===== src/rtl/branch_predictor.sv =====
// Direct-mapped BTB branch predictor with per-entry saturating counters,
// optional gshare index hashing and saturating performance counters.
module branch_predictor #(
    parameter int XLEN        = 32,
    parameter int BTB_ENTRIES = 16,
    parameter int TAG_BITS    = 8,
    parameter int CTR_BITS    = 2,
    parameter int GHR_BITS    = 0,
    parameter int CNT_BITS    = 32
) (
    input  logic                                      clk,
    input  logic                                      rst,
    input  logic [XLEN-1:0]                           pc_f,
    output logic                                      pred_taken_f,
    output logic [XLEN-1:0]                           pred_target_f,
    input  logic                                      upd_valid,
    input  logic [XLEN-1:0]                           upd_pc,
    input  logic                                      upd_is_jump,
    input  logic                                      upd_taken,
    input  logic [XLEN-1:0]                           upd_target,
    input  logic                                      upd_mispred,
    output logic [((GHR_BITS > 0) ? GHR_BITS : 1)-1:0] ghr_o,
    output logic [CNT_BITS-1:0]                       lookups_o,
    output logic [CNT_BITS-1:0]                       mispreds_o
);

    localparam int IDX = $clog2(BTB_ENTRIES);
    localparam int GW  = (GHR_BITS > 0) ? GHR_BITS : 1;
    localparam logic [CTR_BITS-1:0] CTR_MAX  = '1;
    localparam logic [CTR_BITS-1:0] CTR_WEAK = CTR_BITS'(1) << (CTR_BITS - 1);
    localparam logic [CNT_BITS-1:0] CNT_MAX  = '1;

    logic                valid_q  [BTB_ENTRIES];
    logic [TAG_BITS-1:0] tag_q    [BTB_ENTRIES];
    logic [XLEN-1:0]     target_q [BTB_ENTRIES];
    logic [CTR_BITS-1:0] ctr_q    [BTB_ENTRIES];
    logic                jmp_q    [BTB_ENTRIES];
    logic [GW-1:0]       ghr_q;
    logic [CNT_BITS-1:0] lookups_q;
    logic [CNT_BITS-1:0] mispreds_q;

    logic [IDX-1:0]      ghrHash;
    logic [IDX-1:0]      fIdx;
    logic [IDX-1:0]      uIdx;
    logic [TAG_BITS-1:0] fTag;
    logic [TAG_BITS-1:0] uTag;
    logic                fHit;
    logic                uHit;
    logic [CTR_BITS-1:0] uCtr_d;
    logic                unusedBits;

    // History is zero-extended into the index; bimodal mode hashes with zero
    generate
        if (GHR_BITS > 0) begin : gHash
            assign ghrHash = IDX'(ghr_q);
        end else begin : gNoHash
            assign ghrHash = '0;
        end
    endgenerate

    assign fIdx = pc_f[IDX-1:0] ^ ghrHash;
    assign uIdx = upd_pc[IDX-1:0] ^ ghrHash;
    assign fTag = pc_f[IDX+TAG_BITS-1:IDX];
    assign uTag = upd_pc[IDX+TAG_BITS-1:IDX];

    // Upper PC bits beyond the tag never participate in lookup
    assign unusedBits = ^{pc_f, upd_pc};

    // Fetch-side lookup: reads registered state only, so same-cycle updates are not visible
    always_comb begin
        fHit          = valid_q[fIdx] && (tag_q[fIdx] == fTag);
        pred_taken_f  = fHit && (jmp_q[fIdx] || ctr_q[fIdx][CTR_BITS-1]);
        pred_target_f = pred_taken_f ? target_q[fIdx] : '0;
    end

    // Saturating counter step for a conditional branch that hits
    always_comb begin
        uHit   = valid_q[uIdx] && (tag_q[uIdx] == uTag);
        uCtr_d = ctr_q[uIdx];
        if (upd_taken) begin
            if (ctr_q[uIdx] != CTR_MAX) uCtr_d = ctr_q[uIdx] + 1'b1;
        end else begin
            if (ctr_q[uIdx] != '0) uCtr_d = ctr_q[uIdx] - 1'b1;
        end
    end

    // BTB training, global history shift and performance counters
    always_ff @(posedge clk) begin
        if (rst) begin
            for (int i = 0; i < BTB_ENTRIES; i++) begin
                valid_q[i]  <= 1'b0;
                tag_q[i]    <= '0;
                target_q[i] <= '0;
                ctr_q[i]    <= '0;
                jmp_q[i]    <= 1'b0;
            end
            ghr_q      <= '0;
            lookups_q  <= '0;
            mispreds_q <= '0;
        end else if (upd_valid) begin
            if (uHit) begin
                if (upd_is_jump) begin
                    ctr_q[uIdx] <= CTR_MAX;
                    jmp_q[uIdx] <= 1'b1;
                end else begin
                    ctr_q[uIdx] <= uCtr_d;
                end
                if (upd_taken) target_q[uIdx] <= upd_target;
            end else if (upd_taken) begin
                valid_q[uIdx]  <= 1'b1;
                tag_q[uIdx]    <= uTag;
                target_q[uIdx] <= upd_target;
                jmp_q[uIdx]    <= upd_is_jump;
                ctr_q[uIdx]    <= upd_is_jump ? CTR_MAX : CTR_WEAK;
            end
            if ((GHR_BITS > 0) && !upd_is_jump) ghr_q <= GW'({ghr_q, upd_taken});
            if (lookups_q != CNT_MAX) lookups_q <= lookups_q + 1'b1;
            if (upd_mispred && (mispreds_q != CNT_MAX)) mispreds_q <= mispreds_q + 1'b1;
        end
    end

    assign ghr_o      = ghr_q;
    assign lookups_o  = lookups_q;
    assign mispreds_o = mispreds_q;

endmodule

===== config.mk =====
export PLATFORM = sky130hd
export DESIGN_NAME = branch_predictor
export DESIGN_NICKNAME = d
export VERILOG_FILES = /design/src/rtl/branch_predictor.sv
export SDC_FILE = /design/constraint.sdc
export NUM_CORES = 1
export LEC_CHECK = 0
export ABC_AREA = 1
export CAP_MARGIN = 0
export CORE_MARGIN = 3
export CORE_UTILIZATION = 54
export CTS_CLUSTER_SIZE = 10
export DETAILED_ROUTE_END_ITERATION = 8
export PLACE_DENSITY_LB_ADDON = 0.12
export SLEW_MARGIN = 20
export SYNTH_ARGS = -nofsm -noshare
export SYNTH_HDL_FRONTEND = slang
export SYNTH_SLANG_ARGS = --single-unit

===== constraint.sdc =====
create_clock -name clk -period 2.6 [get_ports clk]
set_input_delay 0.39 -clock clk [delete_from_list [all_inputs] [get_ports clk]]
set_output_delay 0.39 -clock clk [all_outputs]
set_load 0.01 [all_outputs]

==> out/qor.yml <==
run_status:
  outcome: "finished, violations left"
  violations: "setup timing"
cts:
  ctsRootBufferMaster: "clkbuf_16"
  tritoncts: "yes"
  cts_resized: 195
timing:
  fin_crit_ns: 3.38
  fin_crit_sh_pct: 130
  fin_ws_ns: -0.778
  setup_viol: 206
final_layout:
  area_delta_synth_final_pct: 28.4
  drive_gt1_share_pct: 18.7
  n_antenna_cell: 0
worst_setup_path:
  critPathLaunchType: "flip-flop"
  cp.required_ns: 2.21
  critical_path.max_fanout: 7
  crit_arrival_ns: 2.99
placed_design:
  place_area_um2: 41600
  port_buffers: 158
  dpl_worst_slack_ns: -0.856
  place_inst: 4946
  place_hpwl_um: 72200
detailed_routing:
  drt_first_pass_iters: 8
  drt_iter0_drc: 4046
  route.detailed.drc: 0
  viasPerCell: 6.06
logic_synthesis:
  synth.top_cell.area_share_pct: 57.2
  syn_area_um2: 36100
  yosysCellCount: 3842
  top_area_cell: "edfxtp_1"
  common_cells: "873 x nand2_1, 856 x nor2_1, 688 x edfxtp_1"
  ys_warn_count: 0
  ff_type: "edfxtp_1"
  area_leaders: "edfxtp_1 57%, nand2_1 9.1%, nor2_1 8.9%, dfxtp_1 4.4%, a21oi_1 4.1%"
  synthCells: 3842
  top_cell: "nand2_1"
power:
  power_density_nw_per_um2: 615
floorplan:
  io_pins: 200
  die_area_um2: 70000
  die_x_um: 265
global_routing:
  grt_pass1_vias: 29227
  grt_pass1_wl_um: 174000
flow_run:
  warnings: 71
  drv_cap: 0
## cell families after synthesis
| logic type | Yosys count | synth area share, % |
|---|---|---|
| and+or+nand+nor | 1922 | 21.1 |
| xor gates and xnor gates | 18 | 0.437 |
| AOI/OAI and AO/OA | 689 | 11.9 |
| buffers and inverters | 442 | 4.90 |
| DFF | 768 | 61.6 |
| adders and majority gates | 2 | 0.0693 |
| other | 1 | 0.0104 |
## area by class of cell
type / instances / area (um2)
repair buffers: 558 / 6150
clock buffers: 118 / 2380
fillers: 4708 / 19600
inverters: 161 / 631
clock inverters: 9 / 92.6
flip-flops and latches: 768 / 22300
well taps: 864 / 1080
multi-input cells: 2632 / 13800
## flip-flops by register name, indices dropped and copies added, names as in the netlist
register / count
tag_q: 128
ctr_q: 32
jmp_q: 16
target_q: 512
lookups_o: 32
mispreds_o: 32
valid_q: 16
## stage by stage
stage	utilization (%)	hold slack, ns
after floorplan	-	0.441
after global placement	63.0	0.476
after detailed placement	63.0	0.484
after CTS	67.1	0.499
after global routing	70.3	0.523
final	70.3	0.501
## final timing paths
path,from,endpoint,slack [ns],cells after the start
setup / recovery,tag_q[13][4],pred_target_f[9],-0.78,15
hold / removal,lookups_o[2],lookups_o[2],0.50,1
setup reg to reg,tag_q[14][4],ctr_q[10][1],-0.34,19
hold reg to reg,lookups_o[2],lookups_o[2],0.50,1
## cells in the final DEF, fill, tap and decap left out, types with 7 or more instances in the layout
| master | n |
|---|---|
| buf_6 | 29 |
| edfxtp_1 | 688 |
| dfxtp_1 | 80 |
| nand2_8 | 31 |
| o31ai_1 | 31 |
| inv_1 | 141 |
| nor3_1 | 35 |
| buf_12 | 103 |
| nor3b_1 | 8 |
| o211ai_1 | 44 |
| o21ai_1 | 29 |
| a22oi_1 | 16 |
| clkdlybuf4s50_1 | 120 |
| nor2_1 | 785 |
| a21oi_1 | 297 |
| nand2_4 | 39 |
| a221oi_1 | 80 |
| nor2_4 | 58 |
| o21ai_0 | 117 |
| nor4_1 | 7 |
| nand2_1 | 757 |
| nand2_2 | 59 |
| nand3_1 | 54 |
| a221o_1 | 24 |
| buf_2 | 31 |
| clkinv_1 | 12 |
| nor2_2 | 19 |
| buf_4 | 252 |
| clkbuf_1 | 27 |
| xor2_1 | 9 |
| nor3_4 | 21 |
| nand4_1 | 26 |
| a32o_1 | 24 |
| xnor2_1 | 9 |
| clkbuf_16 | 103 |
## critical path: stages, from the launching register on
cell and delay (ns):
edfxtp_1 0.40, nor2_1 0.10, nor2_1 0.04, o21ai_1 0.08, o211ai_1 0.17, o21ai_1 0.15
o22ai_2 0.09, nand2_1 0.07, o21ai_1 0.06, nor2_1 0.17, nand3_4 0.22, buf_12 0.22
buf_16 0.15, buf_12 0.14, nor3_4 0.11, buf_2 0.16
## where the power goes
part	switching [W]	leakage (nW)	internal, W
clock network	0.00479	1.20	0.00633
registers	0.000215	7.19	0.0140
logic	0.00203	9.59	0.00112
total	0.00703	18.0	0.0215
## layer usage
layer / GRT usage (%) / wire length, um / up-vias
met4: 10.5 / 3670 / 0
met3: 7.17 / 14500 / 269
met1: 46.4 / 46400 / 14831
li1: - / - / 13939
met2: 49.5 / 53800 / 1915
met5: 0 / 0 / -
M4 wires:
Cells faint in the background.
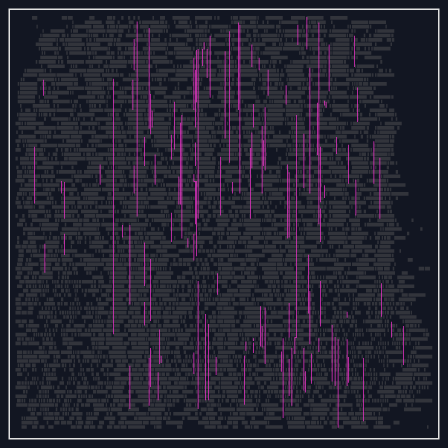
main direction: vertical
wire length on this layer: 3670 um
longest straight run: 158 um
share of all routed wire: 3.1%
nets with wire on the layer: 87

Routed clock nets over the placement:
Scale bar: 100 um.
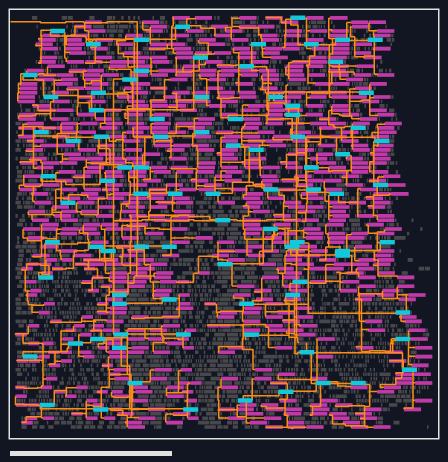
[orange] clock wires | length: 9250 um
[magenta] flip-flops | count: 768
[cyan] clock-net drivers | count: 88
flops lie: spread over the die
routed clock nets: 89
clk latency late pin: 0.64 ns
Clock Skew: 0.0217 ns
Clock group: 0.0111 W

Clock wiring as the flow saved it:
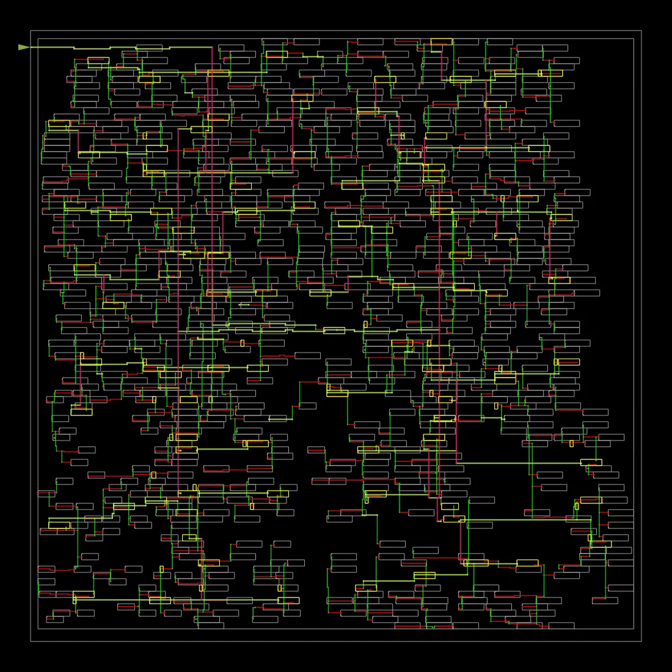
# clk buffers: 118
clock sinks: 768
Seq cells: 768
total CTS buffers: 88

Wiring heat map:
The die is cut into 26 by 26 equal tiles; dark blue is low, red is high, scaled to the fullest tile. Values are wire area over tile area, all layers added.
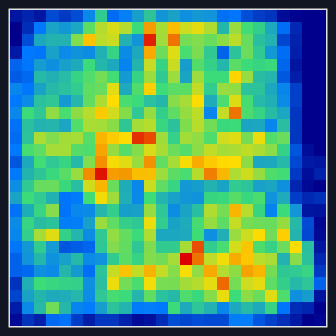
nearly empty tiles: 4.9%
tiles over half the peak: 40%
fullest tile: 0.67
mean over tiles: 0.29
Routed WL: 118000 um
wire per inst: 23.2 um
GRT Util Overall: 32.4%
vias: 30954

Placement by cell class:
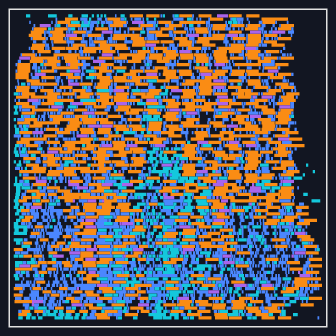
| color | class | cells |
|---|---|---|
| blue | remaining logic cells | 2793 |
| orange | registers | 768 |
| purple | clock drivers and dummy loads | 127 |
| cyan | remaining buffers and delay cells | 558 |
Rows: 94
fin util: 70.3%
design area: 46400 um2
Seq area share: 48.0%
core area: 66000 um2

Power is estimated from default activity; no workload was simulated.
